[src/rtl/apb_sample_fifo.sv]
// APB3 completer buffering fabric samples; firmware drains them through DATA reads.
// Optional threshold interrupt is built only when WUBSUIT_APB_IRQ_EN is defined.
`timescale 1ns/1ps
module apb_sample_fifo #(
    parameter int DEPTH_LOG2 = 4,
    parameter int DATA_W     = 16
) (
    input  logic              SYSCLK,
    input  logic              SYSRESET,
    input  logic              PSEL,
    input  logic              PENABLE,
    input  logic              PWRITE,
    input  logic [4:0]        PADDR,
    input  logic [31:0]       PWDATA,
    output logic [31:0]       PRDATA,
    output logic              PREADY,
    output logic              PSLVERR,
    input  logic              SAMPLE_VALID,
    input  logic [DATA_W-1:0] SAMPLE_DATA,
    output logic              IRQ
);
    localparam int DEPTH = 1 << DEPTH_LOG2;
    localparam int LVL_W = DEPTH_LOG2 + 1;

    localparam logic [2:0] REG_DATA    = 3'd0;
    localparam logic [2:0] REG_STATUS  = 3'd1;
    localparam logic [2:0] REG_CTRL    = 3'd2;
    localparam logic [2:0] REG_THRESH  = 3'd3;
    localparam logic [2:0] REG_IRQ_CLR = 3'd4;

    typedef enum logic [1:0] {ST_IDLE, ST_WAIT, ST_ACCESS} state_e;
    state_e state_q, state_d;

    logic [DATA_W-1:0]     mem_q [DEPTH];
    logic [DEPTH_LOG2-1:0] wr_ptr_q, rd_ptr_q;
    logic [LVL_W-1:0]      level_q, level_d;
    logic [2:0]            reg_q;
    logic                  wr_q;
    logic [31:0]           rdata_q;
    logic                  rd_err_q;
    logic                  enable_q, flush_q, ovf_q;
    logic                  empty, full, setup, access, wr_fire, push, pop;
    logic [8:0]            level9;
    logic [31:0]           status_rd, ctrl_rd, thresh_rd;
    logic                  unused_ok;

    assign empty     = (level_q == '0);
    assign full      = (level_q == LVL_W'(DEPTH));
    assign level9    = 9'(level_q);
    assign setup     = (state_q == ST_IDLE) && PSEL && !PENABLE;
    assign access    = (state_q == ST_ACCESS) && PSEL && PENABLE;
    assign wr_fire   = access && wr_q;
    // rd_err_q holds the empty flag sampled in WAIT, so a late push never feeds this read
    assign pop       = access && !wr_q && (reg_q == REG_DATA) && !rd_err_q;
    assign push      = SAMPLE_VALID && enable_q && !full && !flush_q;
    assign status_rd = {13'd0, ovf_q, full, empty, 7'd0, level9};
    assign unused_ok = ^{PADDR[1:0], PWDATA};

`ifdef WUBSUIT_APB_IRQ_EN
    logic       irq_en_q, irq_q;
    logic [8:0] thresh_q;

    always_ff @(posedge SYSCLK or posedge SYSRESET) begin
        if (SYSRESET) begin
            irq_en_q <= 1'b0;
            thresh_q <= 9'd1;
            irq_q    <= 1'b0;
        end else begin
            if (wr_fire && reg_q == REG_CTRL)   irq_en_q <= PWDATA[2];
            if (wr_fire && reg_q == REG_THRESH) thresh_q <= PWDATA[8:0];
            irq_q <= irq_en_q && enable_q && (level9 >= thresh_q);
        end
    end

    assign IRQ       = irq_q;
    assign ctrl_rd   = {29'd0, irq_en_q, 1'b0, enable_q};
    assign thresh_rd = {23'd0, thresh_q};
`else
    assign IRQ       = 1'b0;
    assign ctrl_rd   = {31'd0, enable_q};
    assign thresh_rd = '0;
`endif

    always_comb begin
        state_d = state_q;
        case (state_q)
            ST_IDLE:   if (setup) state_d = (PADDR[4:2] == REG_DATA && !PWRITE) ? ST_WAIT : ST_ACCESS;
            ST_WAIT:   state_d = PSEL ? ST_ACCESS : ST_IDLE;
            ST_ACCESS: state_d = ST_IDLE;
            default:   state_d = ST_IDLE;
        endcase
    end

    always_comb begin
        PREADY  = 1'b0;
        PRDATA  = '0;
        PSLVERR = 1'b0;
        if (state_q == ST_ACCESS) begin
            PREADY = 1'b1;
            case (reg_q)
                REG_DATA: begin
                    PSLVERR = !wr_q && rd_err_q;
                    if (!wr_q && !rd_err_q) PRDATA = rdata_q;
                end
                REG_STATUS:       if (!wr_q) PRDATA = status_rd;
                REG_CTRL:         if (!wr_q) PRDATA = ctrl_rd;
                REG_THRESH:       if (!wr_q) PRDATA = thresh_rd;
                3'd5, 3'd6, 3'd7: PSLVERR = 1'b1;
                default:          PRDATA = '0;
            endcase
        end
    end

    always_comb begin
        level_d = level_q;
        if (flush_q)             level_d = '0;
        else if (push && !pop)   level_d = level_q + LVL_W'(1);
        else if (pop && !push)   level_d = level_q - LVL_W'(1);
    end

    always_ff @(posedge SYSCLK) begin
        if (push) mem_q[wr_ptr_q] <= SAMPLE_DATA;
    end

    always_ff @(posedge SYSCLK or posedge SYSRESET) begin
        if (SYSRESET) begin
            state_q  <= ST_IDLE;
            reg_q    <= '0;
            wr_q     <= 1'b0;
            rdata_q  <= '0;
            rd_err_q <= 1'b0;
            enable_q <= 1'b0;
            flush_q  <= 1'b0;
            ovf_q    <= 1'b0;
            wr_ptr_q <= '0;
            rd_ptr_q <= '0;
            level_q  <= '0;
        end else begin
            state_q <= state_d;
            level_q <= level_d;
            flush_q <= wr_fire && (reg_q == REG_CTRL) && PWDATA[1];
            if (setup) begin
                reg_q <= PADDR[4:2];
                wr_q  <= PWRITE;
            end
            if (state_q == ST_WAIT) begin
                rdata_q  <= 32'(mem_q[rd_ptr_q]);
                rd_err_q <= empty;
            end
            if (wr_fire && reg_q == REG_CTRL) enable_q <= PWDATA[0];
            if (flush_q) begin
                wr_ptr_q <= '0;
                rd_ptr_q <= '0;
            end else begin
                if (push) wr_ptr_q <= wr_ptr_q + DEPTH_LOG2'(1);
                if (pop)  rd_ptr_q <= rd_ptr_q + DEPTH_LOG2'(1);
            end
            if (SAMPLE_VALID && enable_q && full)
                ovf_q <= 1'b1;
            else if (wr_fire && reg_q == REG_IRQ_CLR && PWDATA[18])
                ovf_q <= 1'b0;
        end
    end
endmodule

[config.mk]
export PLATFORM = sky130hd
export DESIGN_NAME = apb_sample_fifo
export DESIGN_NICKNAME = d
export VERILOG_FILES = /design/src/rtl/apb_sample_fifo.sv
export SDC_FILE = /design/constraint.sdc
export NUM_CORES = 1
export LEC_CHECK = 0
export ABC_CLOCK_PERIOD_IN_PS = 3200
export CAP_MARGIN = 10
export CELL_PAD_IN_SITES_DETAIL_PLACEMENT = 1
export CELL_PAD_IN_SITES_GLOBAL_PLACEMENT = 1
export CORE_MARGIN = 8
export CORE_UTILIZATION = 45
export DETAILED_ROUTE_END_ITERATION = 8
export MAX_ROUTING_LAYER = met4
export PLACE_DENSITY_LB_ADDON = 0.1
export SLEW_MARGIN = 20
export SYNTH_ARGS = -nofsm -noshare
export SYNTH_HDL_FRONTEND = slang
export SYNTH_SLANG_ARGS = --single-unit
[constraint.sdc]
create_clock -name SYSCLK -period 3.2 [get_ports SYSCLK]
set_input_delay 0.64 -clock SYSCLK [delete_from_list [all_inputs] [get_ports SYSCLK]]
set_output_delay 0.64 -clock SYSCLK [all_outputs]
set_load 0.03 [all_outputs]
==> run_1/logic_types.png <==
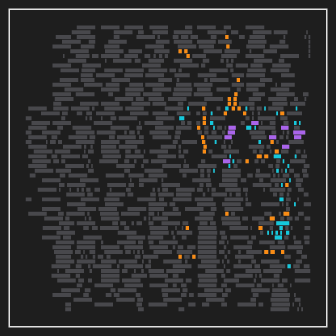
family	colour	cells
nor cells	cyan	39
fa/ha/maj cells	purple	10
and/or cells	orange	40
Final Non-Filler Cells: 1174
Comb/total area: 0.223

==> run_1/congestion.png <==
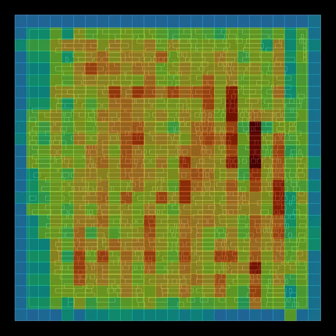
GRT Max-Usage Layer: met2
gr usage total: 0.187
final core occ: 0.534
drt wl/cell: 25.3 um
global-route met2 utilization: 0.312

==> run_1/flops_by_reg.png <==
Scale bar: 50 um. Other sequential cells in the stronger grey, the rest of the logic in the fainter grey.
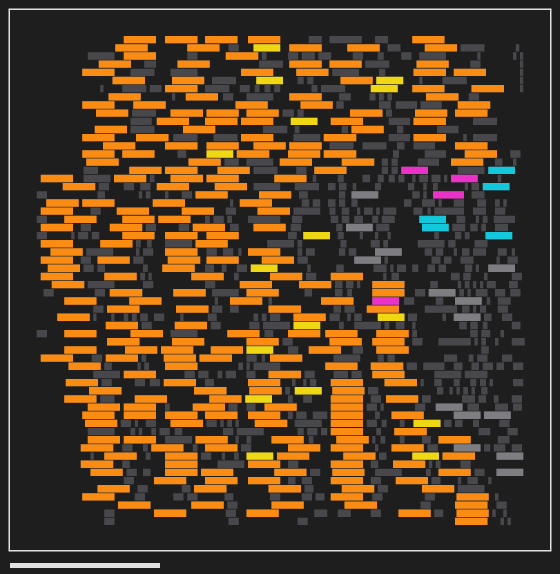
name in the netlist	colour	placed flops
`level_q`	cyan	5
`mem_q`	orange	256
`rd_ptr_q`	magenta	4
`rdata_q`	yellow	16
not coloured	14
Flop+latch power: 0.00455 W
Register Area: 8670 um2
flop share of the area: 0.609

==> results.tsv, run 1 <==
stage	metric	value	unit
power	power_leader	registers	
drt	via_count	6586	
synthesis	ys_cells	728	
power	power_switching	0.00227	W
timing	rsz0062_at_grt	false	
clock_tree	path_clk_slew	0.06	ns
flow_run	warnings	61	
synthesis	syn_avg_cell_area	16.6	um2
power	p_total	0.00937	W
timing	post-route-period-util	0.937	
die	io_pins	94	
timing	hold_viol	0	
timing	relSlewSlack	0.316	
clock_tree	hold_buffers	0	
timing	setup_ws	0.202	ns
drt	routed_wl	29600	um
timing	finClkSkew	0.0119	ns
timing	whs	0.509	ns
die	die_w	180	um
timing	max_freq	334	MHz
layout	area_growth	17.8	%
run_status	status	completed	
setup_path	worst_setup_path_start_kind	flip-flop	
setup_path	cpPeakStageDelay	0.68	ns
place	dp_cells	1118	
clock_tree	clk_path_buf_depth	3	
-- run 1: layer usage --
metal	vias to the layer above	share of wire	wire length [um]	track usage
li1	2976	-	-	-
met1	3410	0.43	12800	0.233
met2	154	0.49	14600	0.312
met3	46	0.050	1490	0.0306
met4	0	0.026	757	0.0584
met5	-	0	0	-
-- run 1: Yosys cell counts (all sizes together), types with 2 or more instances --
master,number,share of area
nand3b,4,0.0025
mux4,20,0.037
and2,5,0.0027
and3,29,0.015
a21oi,35,0.015
buf,38,0.020
nand4,3,0.0021
nor2b,5,0.0026
a32oi,11,0.0080
nand2b,3,0.0016
mux2i,95,0.079
xnor2,5,0.0052
nand2,35,0.011
ha,9,0.0093
nand3,12,0.0050
nor3,4,0.0017
edfxtp,256,0.64
a21boi,2,0.0012
and2b,2,0.0012
nor3b,2,0.0017
a22o,11,0.0080
mux2,10,0.0093
inv,4,0.0012
nor4,4,0.0033
o22ai,5,0.0026
dfrtp,39,0.081
xor2,4,0.0029
nor2,24,0.0075
clkbuf,14,0.0043
o21ai,13,0.0054
a22oi,15,0.0093
-- run 1: cells in the final DEF (no fill, tap or decap), types with 20 or more instances in the layout --
| cell type | netlist | final |
|---|---|---|
| edfxtp_1 | 256 | 256 |
| dfrtp_1 | 39 | 38 |
| clkdlybuf4s50_1 | 0 | 31 |
| mux2i_1 | 95 | 95 |
| and3_1 | 27 | 27 |
| buf_4 | 19 | 30 |
| mux4_2 | 20 | 20 |
| a21oi_1 | 34 | 34 |
| clkbuf_16 | 0 | 31 |
| nand2_1 | 35 | 35 |
| nor2_1 | 24 | 24 |
-- run 1: final timing paths --
path | depth (start not counted) | slack (ns) | endpoint
max | 4 | 0.20 | PRDATA[17]
min | 2 | 0.51 | level_q[1]
max reg2reg | 10 | 0.51 | level_q[4]
min reg2reg | 2 | 0.52 | rdata_q[5]
max in group asynchronous | 3 | 2.07 | rdata_q[4]
min in group SYSCLK | 2 | 0.52 | rdata_q[5]
-- run 1: layout make-up --
type / instances / area [um2]
clock buffers: 49 / 893
clock inverters: 7 / 133
fillers: 2475 / 12400
inverters: 4 / 15.0
multi-input cells: 390 / 3170
flip-flops and latches: 295 / 8670
well taps: 341 / 427
repair buffers: 88 / 926
-- run 1: cell families after synthesis --
| family | synth area share |
|---|---|
| XOR/XNOR | 0.00807 |
| AND-OR/OR-AND | 0.0523 |
| other | 0.000310 |
| adder cells (fa/ha/maj) | 0.0110 |
| multiplexers | 0.125 |
| buffers and inverters | 0.0257 |
| flip-flops | 0.717 |
| AND/OR/NAND/NOR | 0.0607 |
-- run 1: stage by stage --
step | cell area [um2] | utilization
floorplan | 12100 | -
detailed placement | 13200 | 0.495
CTS | 14200 | 0.533
global route | 14200 | 0.534
global placement | 13200 | 0.495
finish | 14200 | 0.534
-- run 1: flip-flops by register name (all words and copies together), names as in the netlist --
signal and count:
state_q 2, rd_err_q 1, mem_q 256, enable_q 1, rdata_q 16, level_q 5
reg_q 3, flush_q 1, wr_ptr_q 4, wr_q 1, rd_ptr_q 4, ovf_q 1
-- run 1: timing repair --
item | in CTS | in global routing
hold endpoints to repair | 0 | 0
buffers inserted | 0 | 0
resized | 6 | 12
endpoints found under the setup margin | 6 | 12
==> run 2: changes to the inputs <==
--- a/config.mk
+++ b/config.mk
@@ -9,7 +9,6 @@
 export CAP_MARGIN = 10
 export CELL_PAD_IN_SITES_DETAIL_PLACEMENT = 1
 export CELL_PAD_IN_SITES_GLOBAL_PLACEMENT = 1
-export CORE_MARGIN = 8
 export CORE_UTILIZATION = 45
 export DETAILED_ROUTE_END_ITERATION = 8
 export MAX_ROUTING_LAYER = met4
==> run_2/detail.png <==
Scale bar: 10 um. Window x 29 to 54, y 29 to 54 um. Cells in grey, sequential cells in the stronger grey; small squares are vias.
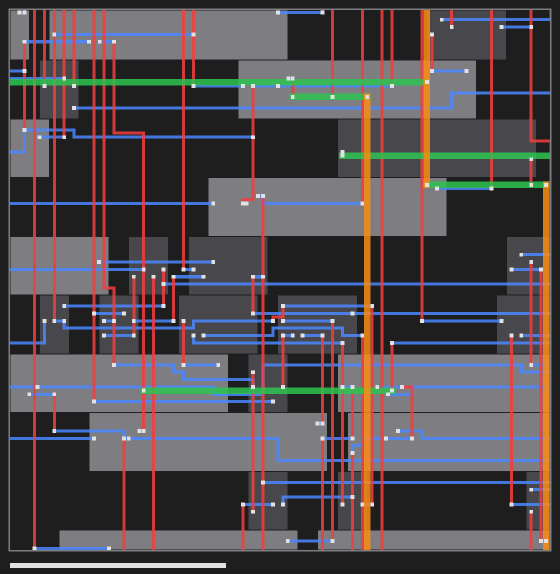
layer	colour
metal 4	orange
metal 1	blue
metal 2	red
metal 3	green
cells with their middle in the window	22
sequential cells in the window	7
netlist names of flops here include	`mem_q` (7)
most frequent	edfxtp_1 (7), mux2i_1 (6)

==> results.tsv, run 2 <==
stage	metric	value	unit	change
clock_tree	clk_path_buf_depth	3		unchanged
layout	final_cell_area	14200	um2	about the same
layout	final_common_cell	edfxtp_1		
die	die_w	166	um	-7.8%
synthesis	top_cell_area_share	0.636		unchanged
grt	globalRouteTotalUtil	0.233		+0.0456
setup_path	worst_setup_path_start_kind	flip-flop		
synthesis	xor_area_frac	0.00807		unchanged
timing	hold_viol	0		unchanged
run_status	violations	DRC		
timing	finClkSkew	0.0146	ns	+0.00273 ns
synthesis	adder_share	0.0110		unchanged
synthesis	top_area_cell	edfxtp_1		
drt	route.detailed.drc	9		
synthesis	top_cell	edfxtp_1		
synthesis	ys_cells	728		unchanged
layout	fillers	2407		-2.7%
drt	routed_wl	30200	um	+1.7%
layout	fin_util	0.543		+0.00924
clock_tree	hold_buffers	0		unchanged
synthesis	ys_sh_aoi	0.0523		unchanged
run_status	status	finished, violations left		
==> run_2/io_fan.png <==
Scale bar: 50 um.
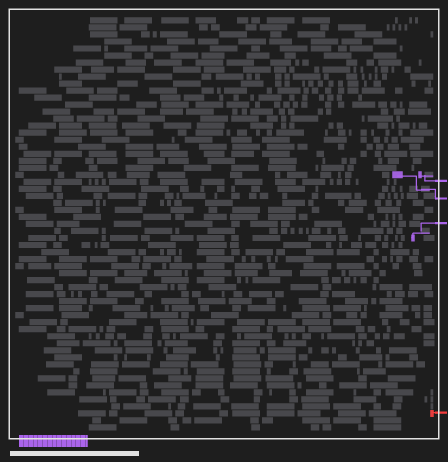
port	colour	bits	direction	edge	end cells	buffers	wire
`PWDATA`	purple	32	input	29 south, 3 east	3	3	57.0 um
`IRQ`	red	1	output	east	1	0	1.30 um
Port Buffers: 48
io pins: 94

-- run 2: cell types whose count changed in the layout (fill, tap and decap cells not counted), moves of 2 or more --
cell	change
clkbuf_1	-8
buf_12	-7
clkbuf_16	+6
clkinv_2	+6
dlygate4sd2_1	-6
dlymetal6s2s_1	+6
clkbuf_8	-2
clkinv_1	+2
nor2b_1	+2
nor2b_2	-2
-- run 2: how the worst max path moves through the flow --
stage | start | to | slack (ns) | cells past startpoint
final | reg_q[0] | PRDATA[17] | 0.22 | 5
after global routing | reg_q[1] | PSLVERR | 0.01 | 4
after CTS | level_q[0] | PRDATA[16] | 0.02 | 3
after detailed placement | SAMPLE_VALID | level_q[4] | 0.18 | 11
after global placement | SAMPLE_VALID | level_q[4] | 0.25 | 11
after floorplan | SAMPLE_VALID | level_q[4] | 0.29 | 11
-- run 2: logic make-up (layout without fill, tap and decap cells) --
| group | count (synthesis) | in the layout |
|---|---|---|
| DFF | 295 | 295 |
| and+or+nand+nor | 136 | 136 |
| muxes | 125 | 125 |
| AOI/OAI and AO/OA | 96 | 96 |
| buffers and inverters | 56 | 145 |
| adders and majority gates | 10 | 10 |
| xor gates and xnor gates | 9 | 9 |
| other | 1 | 14 |
-- run 2: metal layers --
| metal | track usage | wire length (um) |
|---|---|---|
| met1 | 0.296 | 13100 |
| met2 | 0.384 | 15000 |
| met3 | 0.0386 | 1320 |
| met4 | 0.0744 | 739 |
| met5 | - | 0 |
-- run 2: area by class of cell --
| type | instances | area [um2] | share of cell area |
|---|---|---|---|
| clock buffers | 45 | 986 | 0.0692 |
| clock inverters | 15 | 175 | 0.0123 |
| inverters | 4 | 15.0 | 0.00105 |
| multi-input cells | 390 | 3170 | 0.222 |
| repair buffers | 81 | 808 | 0.0568 |
| flip-flops and latches | 295 | 8670 | 0.609 |
| well taps | 335 | 419 | 0.0294 |
-- run 2: timing repair --
item	in CTS	in global routing
buffers inserted	0	0
endpoints found under the setup margin	0	18
hold endpoints to repair	0	0
resized	0	18
-- run 2: per-stage QoR --
stage          setup slack [ns]  std cells  total power [W]
2_1_floorplan             0.292        741          0.00542
3_3_place_gp              0.252       1105          0.00576
3_5_place_dp              0.184       1105          0.00583
4_1_cts                  0.0212       1165          0.00983
5_1_grt                  0.0141       1165           0.0101
6_report                  0.224       1165          0.00975
-- run 2: report_power, final --
| part | switching, W | total, W | internal (W) |
|---|---|---|---|
| logic | 0.000703 | 0.00124 | 0.000539 |
| registers | 0.000193 | 0.00452 | 0.00433 |
| clock network | 0.00150 | 0.00398 | 0.00249 |
Power is estimated from default activity; no workload was simulated.
